Fig. 1: where the registers sit
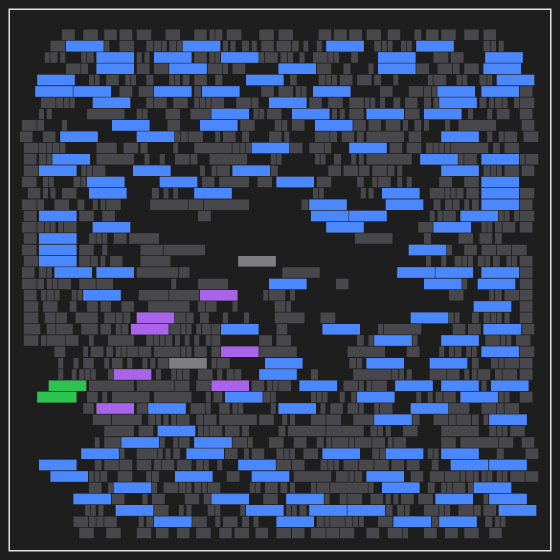
Fig. 2: met4 routing
Supply wires on this layer in grey.
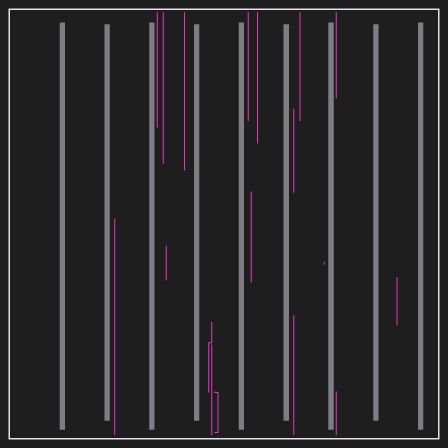
Fig. 3: sizing map
The bar under the picture is 50 um long.
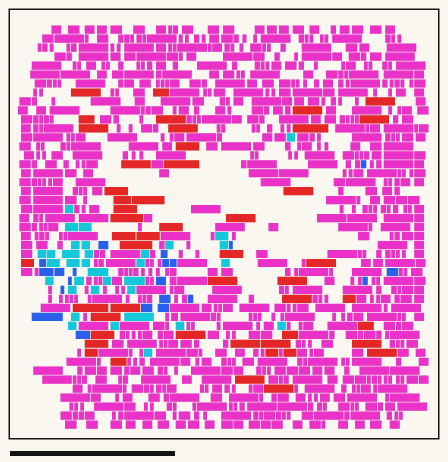
$ cat config.mk
export PLATFORM = sky130hd
export DESIGN_NAME = avalon_length_enforcer_flat
export DESIGN_NICKNAME = d
export VERILOG_FILES = /design/src/rtl/avalon_len_enforcer_pkg.sv /design/src/rtl/avalon_st_if.sv /design/src/rtl/avalon_length_enforcer_pipe.sv /design/src/rtl/avalon_length_enforcer.sv /design/src/flat_wrapper.sv
export SDC_FILE = /design/constraint.sdc
export NUM_CORES = 1
export LEC_CHECK = 0
export ABC_AREA = 1
export CAP_MARGIN = 20
export CORE_MARGIN = 2
export CORE_UTILIZATION = 38
export DETAILED_ROUTE_END_ITERATION = 10
export PLACE_DENSITY = 0.77
export SKIP_LAST_GASP = 1
export SLEW_MARGIN = 20
export SYNTH_ARGS = -nofsm -noshare
export SYNTH_HDL_FRONTEND = slang
export SYNTH_HIERARCHICAL = 1
export SYNTH_SLANG_ARGS = --single-unit
$ cat constraint.sdc
create_clock -name clk -period 1.6 [get_ports clk]
set_input_delay 0.32 -clock clk [delete_from_list [all_inputs] [get_ports clk]]
set_output_delay 0.32 -clock clk [all_outputs]
set_load 0.01 [all_outputs]
$ cat src/rtl/avalon_len_enforcer_pkg.sv
// Shared types and constants for the Avalon-ST length enforcer.
// Latency: n/a (declarations only).
// Backpressure: n/a.
package avalon_len_enforcer_pkg;

  typedef enum logic [1:0] {
    IDLE   = 2'd0,
    IN_MSG = 2'd1,
    DROP   = 2'd2
  } len_sm_t;

  localparam int STATS_W = 32;

  // Width of the empty field; a one-byte bus still carries a 1-bit field.
  function automatic int empty_w(input int bytes);
    return (bytes > 1) ? $clog2(bytes) : 1;
  endfunction

endpackage

$ cat src/rtl/avalon_st_if.sv
// Avalon-ST stream bundle: valid/rdy handshake with sop, eop, data, empty.
// Latency: n/a (wires only).
// Backpressure: a word transfers when valid and rdy are both high.
interface avalon_st_if #(
  parameter int DATA_WIDTH_IN_BYTES = 16
);
  localparam int EMPTY_W = avalon_len_enforcer_pkg::empty_w(DATA_WIDTH_IN_BYTES);

  logic                             valid;
  logic                             rdy;
  logic                             sop;
  logic                             eop;
  logic [8*DATA_WIDTH_IN_BYTES-1:0] data;
  logic [EMPTY_W-1:0]               empty;

  modport master (output valid, sop, eop, data, empty, input rdy);
  modport slave  (input valid, sop, eop, data, empty, output rdy);
endinterface

$ cat src/rtl/avalon_length_enforcer_pipe.sv
// One-entry registered valid/rdy stage carrying an opaque payload.
// Latency: one cycle; full throughput when downstream is ready.
// Backpressure: accepts when empty or when the held word is being taken.
module avalon_pipe_reg #(
  parameter int PAYLOAD_W = 8
) (
  input  logic                 clk,
  input  logic                 rst,
  input  logic                 in_vld_i,
  output logic                 in_rdy_o,
  input  logic [PAYLOAD_W-1:0] in_dat_i,
  output logic                 out_vld_o,
  input  logic                 out_rdy_i,
  output logic [PAYLOAD_W-1:0] out_dat_o
);
  logic                 vld_q, vld_d;
  logic [PAYLOAD_W-1:0] dat_q, dat_d;

  assign in_rdy_o  = !vld_q | out_rdy_i;
  assign out_vld_o = vld_q;
  assign out_dat_o = dat_q;

  // Load on an accepted word, otherwise empty out once downstream takes it.
  always_comb begin
    vld_d = vld_q;
    dat_d = dat_q;
    if (in_vld_i && in_rdy_o) begin
      vld_d = 1'b1;
      dat_d = in_dat_i;
    end else if (out_rdy_i) begin
      vld_d = 1'b0;
    end
  end

  // Holding register, cleared on reset.
  always_ff @(posedge clk or negedge rst) begin
    if (!rst) begin
      vld_q <= 1'b0;
      dat_q <= '0;
    end else begin
      vld_q <= vld_d;
      dat_q <= dat_d;
    end
  end
endmodule

$ cat src/rtl/avalon_length_enforcer.sv
// Enforces a maximum message length; over-long messages end early with eop, remainder drained.
// Latency: one cycle from accepted input word to out_msg.valid, one word per cycle.
// Backpressure: input follows the output stage, except while draining where input is always taken.
// Optional statistics counters (msg_cnt, trunc_cnt) with LEN_ENFORCER_STATS_EN.
module avalon_length_enforcer
  import avalon_len_enforcer_pkg::*;
#(
  parameter int DATA_WIDTH_IN_BYTES = 16,
  parameter int MAX_MSG_WORDS       = 64
) (
  input  logic        clk,
  input  logic        rst,
  avalon_st_if.slave  in_msg,
  avalon_st_if.master out_msg,
  output logic        truncated_indi
`ifdef LEN_ENFORCER_STATS_EN
  ,
  output logic [STATS_W-1:0] msg_cnt,
  output logic [STATS_W-1:0] trunc_cnt
`endif
);
  localparam int DW = 8 * DATA_WIDTH_IN_BYTES;
  localparam int EW = empty_w(DATA_WIDTH_IN_BYTES);
  localparam int CW = $clog2(MAX_MSG_WORDS + 1);
  localparam logic [CW-1:0] MAX_CNT = CW'(MAX_MSG_WORDS);

  typedef struct packed {
    logic          sop;
    logic          eop;
    logic [EW-1:0] empty;
    logic [DW-1:0] data;
  } beat_t;

  len_sm_t       state_q, state_d;
  logic [CW-1:0] word_cnt_q, word_cnt_d, cnt_inc;
  logic          accept, fwd, trunc_hit, trunc_q;
  logic          in_rdy, pipe_in_rdy, pipe_out_vld;
  beat_t         in_beat, out_beat;

  assign accept  = in_msg.valid & in_rdy;
  assign cnt_inc = word_cnt_q + CW'(1);

  // State, word count and truncation pulse registers.
  always_ff @(posedge clk or negedge rst) begin
    if (!rst) begin
      state_q    <= IDLE;
      word_cnt_q <= '0;
      trunc_q    <= 1'b0;
    end else begin
      state_q    <= state_d;
      word_cnt_q <= word_cnt_d;
      trunc_q    <= accept & trunc_hit;
    end
  end

  // Next state and word count; only an accepted word moves the machine.
  always_comb begin
    state_d    = state_q;
    word_cnt_d = word_cnt_q;
    if (accept) begin
      case (state_q)
        IDLE: begin
          if (in_msg.sop && !in_msg.eop) begin
            state_d    = IN_MSG;
            word_cnt_d = CW'(1);
          end
        end
        IN_MSG: begin
          if (in_msg.eop) begin
            state_d    = IDLE;
            word_cnt_d = '0;
          end else begin
            word_cnt_d = cnt_inc;
            if (cnt_inc == MAX_CNT) state_d = DROP;
          end
        end
        DROP: begin
          if (in_msg.eop) begin
            state_d    = IDLE;
            word_cnt_d = '0;
          end
        end
        default: begin
          state_d    = IDLE;
          word_cnt_d = '0;
        end
      endcase
    end
  end

  // Per-state forwarding decision and the rewritten sop/eop/empty of the word.
  always_comb begin
    fwd          = 1'b0;
    trunc_hit    = 1'b0;
    in_rdy       = pipe_in_rdy;
    in_beat      = '0;
    in_beat.data = in_msg.data;
    case (state_q)
      IDLE: begin
        // Words without sop between messages are swallowed.
        if (in_msg.sop) begin
          fwd         = 1'b1;
          in_beat.sop = 1'b1;
          in_beat.eop = in_msg.eop;
          if (in_msg.eop) in_beat.empty = in_msg.empty;
        end
      end
      IN_MSG: begin
        fwd = 1'b1;
        if (in_msg.eop) begin
          in_beat.eop   = 1'b1;
          in_beat.empty = in_msg.empty;
        end else if (cnt_inc == MAX_CNT) begin
          // Forced end: the word is full, so empty stays 0.
          in_beat.eop = 1'b1;
          trunc_hit   = 1'b1;
        end
      end
      DROP: begin
        in_rdy = 1'b1;
      end
      default: begin
        in_rdy = 1'b1;
      end
    endcase
  end

  assign in_msg.rdy     = in_rdy;
  assign truncated_indi = trunc_q;

  avalon_pipe_reg #(
    .PAYLOAD_W ($bits(beat_t))
  ) u_pipe (
    .clk       (clk),
    .rst       (rst),
    .in_vld_i  (in_msg.valid & fwd),
    .in_rdy_o  (pipe_in_rdy),
    .in_dat_i  (in_beat),
    .out_vld_o (pipe_out_vld),
    .out_rdy_i (out_msg.rdy),
    .out_dat_o (out_beat)
  );

  assign out_msg.valid = pipe_out_vld;
  assign out_msg.sop   = out_beat.sop;
  assign out_msg.eop   = out_beat.eop;
  assign out_msg.empty = out_beat.empty;
  assign out_msg.data  = out_beat.data;

`ifdef LEN_ENFORCER_STATS_EN
  logic [STATS_W-1:0] msg_cnt_q, trunc_cnt_q;

  // Count messages leaving on out_msg and truncation events; both wrap.
  always_ff @(posedge clk or negedge rst) begin
    if (!rst) begin
      msg_cnt_q   <= '0;
      trunc_cnt_q <= '0;
    end else begin
      if (pipe_out_vld && out_msg.rdy && out_beat.eop) msg_cnt_q <= msg_cnt_q + STATS_W'(1);
      if (trunc_q) trunc_cnt_q <= trunc_cnt_q + STATS_W'(1);
    end
  end

  assign msg_cnt   = msg_cnt_q;
  assign trunc_cnt = trunc_cnt_q;
`endif

endmodule

$ cat src/flat_wrapper.sv
// flat-port wrapper written by rule: the top's interface ports become plain ports
module avalon_length_enforcer_flat import avalon_len_enforcer_pkg::*;
#(
  parameter int DATA_WIDTH_IN_BYTES = 16,
  parameter int MAX_MSG_WORDS       = 64
)
  (clk, rst, truncated_indi, in_msg_valid, in_msg_sop, in_msg_eop, in_msg_data, in_msg_empty, in_msg_rdy, out_msg_valid, out_msg_sop, out_msg_eop, out_msg_data, out_msg_empty, out_msg_rdy);
  avalon_st_if #(.DATA_WIDTH_IN_BYTES(DATA_WIDTH_IN_BYTES)) in_msg_i ();
  avalon_st_if #(.DATA_WIDTH_IN_BYTES(DATA_WIDTH_IN_BYTES)) out_msg_i ();
  input  logic clk;
  input  logic rst;
  output logic truncated_indi;
  input wire logic [$bits(in_msg_i.valid)-1:0] in_msg_valid;
  input wire logic [$bits(in_msg_i.sop)-1:0] in_msg_sop;
  input wire logic [$bits(in_msg_i.eop)-1:0] in_msg_eop;
  input wire logic [$bits(in_msg_i.data)-1:0] in_msg_data;
  input wire logic [$bits(in_msg_i.empty)-1:0] in_msg_empty;
  output wire logic [$bits(in_msg_i.rdy)-1:0] in_msg_rdy;
  output wire logic [$bits(out_msg_i.valid)-1:0] out_msg_valid;
  output wire logic [$bits(out_msg_i.sop)-1:0] out_msg_sop;
  output wire logic [$bits(out_msg_i.eop)-1:0] out_msg_eop;
  output wire logic [$bits(out_msg_i.data)-1:0] out_msg_data;
  output wire logic [$bits(out_msg_i.empty)-1:0] out_msg_empty;
  input wire logic [$bits(out_msg_i.rdy)-1:0] out_msg_rdy;
  assign in_msg_i.valid = in_msg_valid;
  assign in_msg_i.sop = in_msg_sop;
  assign in_msg_i.eop = in_msg_eop;
  assign in_msg_i.data = in_msg_data;
  assign in_msg_i.empty = in_msg_empty;
  assign in_msg_rdy = in_msg_i.rdy;
  assign out_msg_valid = out_msg_i.valid;
  assign out_msg_sop = out_msg_i.sop;
  assign out_msg_eop = out_msg_i.eop;
  assign out_msg_data = out_msg_i.data;
  assign out_msg_empty = out_msg_i.empty;
  assign out_msg_i.rdy = out_msg_rdy;
  avalon_length_enforcer #(.DATA_WIDTH_IN_BYTES(DATA_WIDTH_IN_BYTES), .MAX_MSG_WORDS(MAX_MSG_WORDS)) u_core (.clk(clk), .rst(rst), .in_msg(in_msg_i), .out_msg(out_msg_i), .truncated_indi(truncated_indi));
endmodule
==> out/README.md <==
| Group | Quantity | This run |
|---|---|---|
| outcome | Status | finished clean |
| worst setup path | Reg2Reg Launch Point | u_core/state_q[1]$_DFFE_PN0P_ |
| worst setup path | Data arrival time at the worst-slack endpoint | 1.90 ns |
| floorplan | Core area | 15300 um2 |
| routing | Routed length on met2 | 10000 um |
| final timing | Final count of hold timing violations | 0 |
| final timing | Post-layout period usage | 1.00 |
| cts | TritonCTS sink count | 145 |
| logic synthesis | Portion of netlist area occupied by mux cells | 0 |
| routing | Wl on met1 | 8130 um |
| final timing | Final-report setup violation count | 0 |
| logic synthesis | Main area contributors after synthesis | sky130_fd_sc_hd__dfrtp_1 60%, sky130_fd_sc_hd__nand2_1 18%, sky130_fd_sc_hd__nand3_1 12%, sky130_fd_sc_hd__buf_2 1.8%, sky130_fd_sc_hd__buf_4 1.4% |
| logic synthesis | Dominant cell type by area after synthesis | sky130_fd_sc_hd__dfrtp_1 |
| final timing | Peak Freq | 625 MHz |
| power | Leakage power | 0.00517 uW |
| worst setup path | Critical path's top delay family | flip-flops |
| place | Post-Place Cells | 1141 |
| cts | Count of hold buffers inserted by post-cts repair | 1 |
| layout | Layout sequential cell count | 145 |
| logic synthesis | Synth top cell by count | sky130_fd_sc_hd__nand2_1 |
| layout | Antenna cells | 0 |
| final timing | Actual transition at the worst max-transition pin | 0.318 ns |
| layout | Fraction of area in multi-input gates | 0.215 |
| cts | Deepest level of the CTS H-tree | 4 |
| logic synthesis | Area of the synthesized netlist per yosys stat | 6010 um2 |
| routing | WL/cell | 16.6 um |
| final timing | Final critical-path required period | 1.60 ns |
| layout | Inverter count of the layout excluding clock inverters | 20 |
| final timing | Clock skew after layout | 0.00688 ns |
| grt | Antenna violations before repair | 1 |
| layout | Number of flip-flops under the largest register name | 134 |
## Picture notes: Fig. 1
u_core/state_q: marked green, sequential cells 2. u_core/u_pipe/out_dat_o: marked blue, sequential cells 134, where spread over the die. u_core/word_cnt_q: marked purple, sequential cells 7.
Power Sequential: 6160 uW
proportion of cell area occupied by registers: 0.366
Flop area: 3630 um2
Final Util: 0.647

## Picture notes: Fig. 2
The longest straight run is 65.3 um. The layer carries 513 um of wire.

## Picture notes: Fig. 3
_0 and _1 cells: marked magenta, cells 877, share 89%. _2 cells: marked blue, cells 21, share 2.1%. _6 and larger: marked red, cells 49, share 5.0%. _3 and _4 cells: marked cyan, cells 34, share 3.5%.

[worst register-to-register path: stages, from the launching register on]
cell                      delay, ns
sky130_fd_sc_hd__dfrtp_2       0.44
sky130_fd_sc_hd__buf_4         0.16
sky130_fd_sc_hd__nor2_4        0.11
sky130_fd_sc_hd__o21a_4        0.25
sky130_fd_sc_hd__nand2_8       0.14
sky130_fd_sc_hd__buf_12        0.22
sky130_fd_sc_hd__nand2_1       0.12
sky130_fd_sc_hd__nand2_1       0.05
[where the power goes]
part           leakage (uW)  switching, uW  internal, uW
clock network      0.000301           1510          2650
logic               0.00306           4080          3450
registers           0.00181            846          5310
total               0.00517           6440         11400
Power and IR drop assume default switching activity.
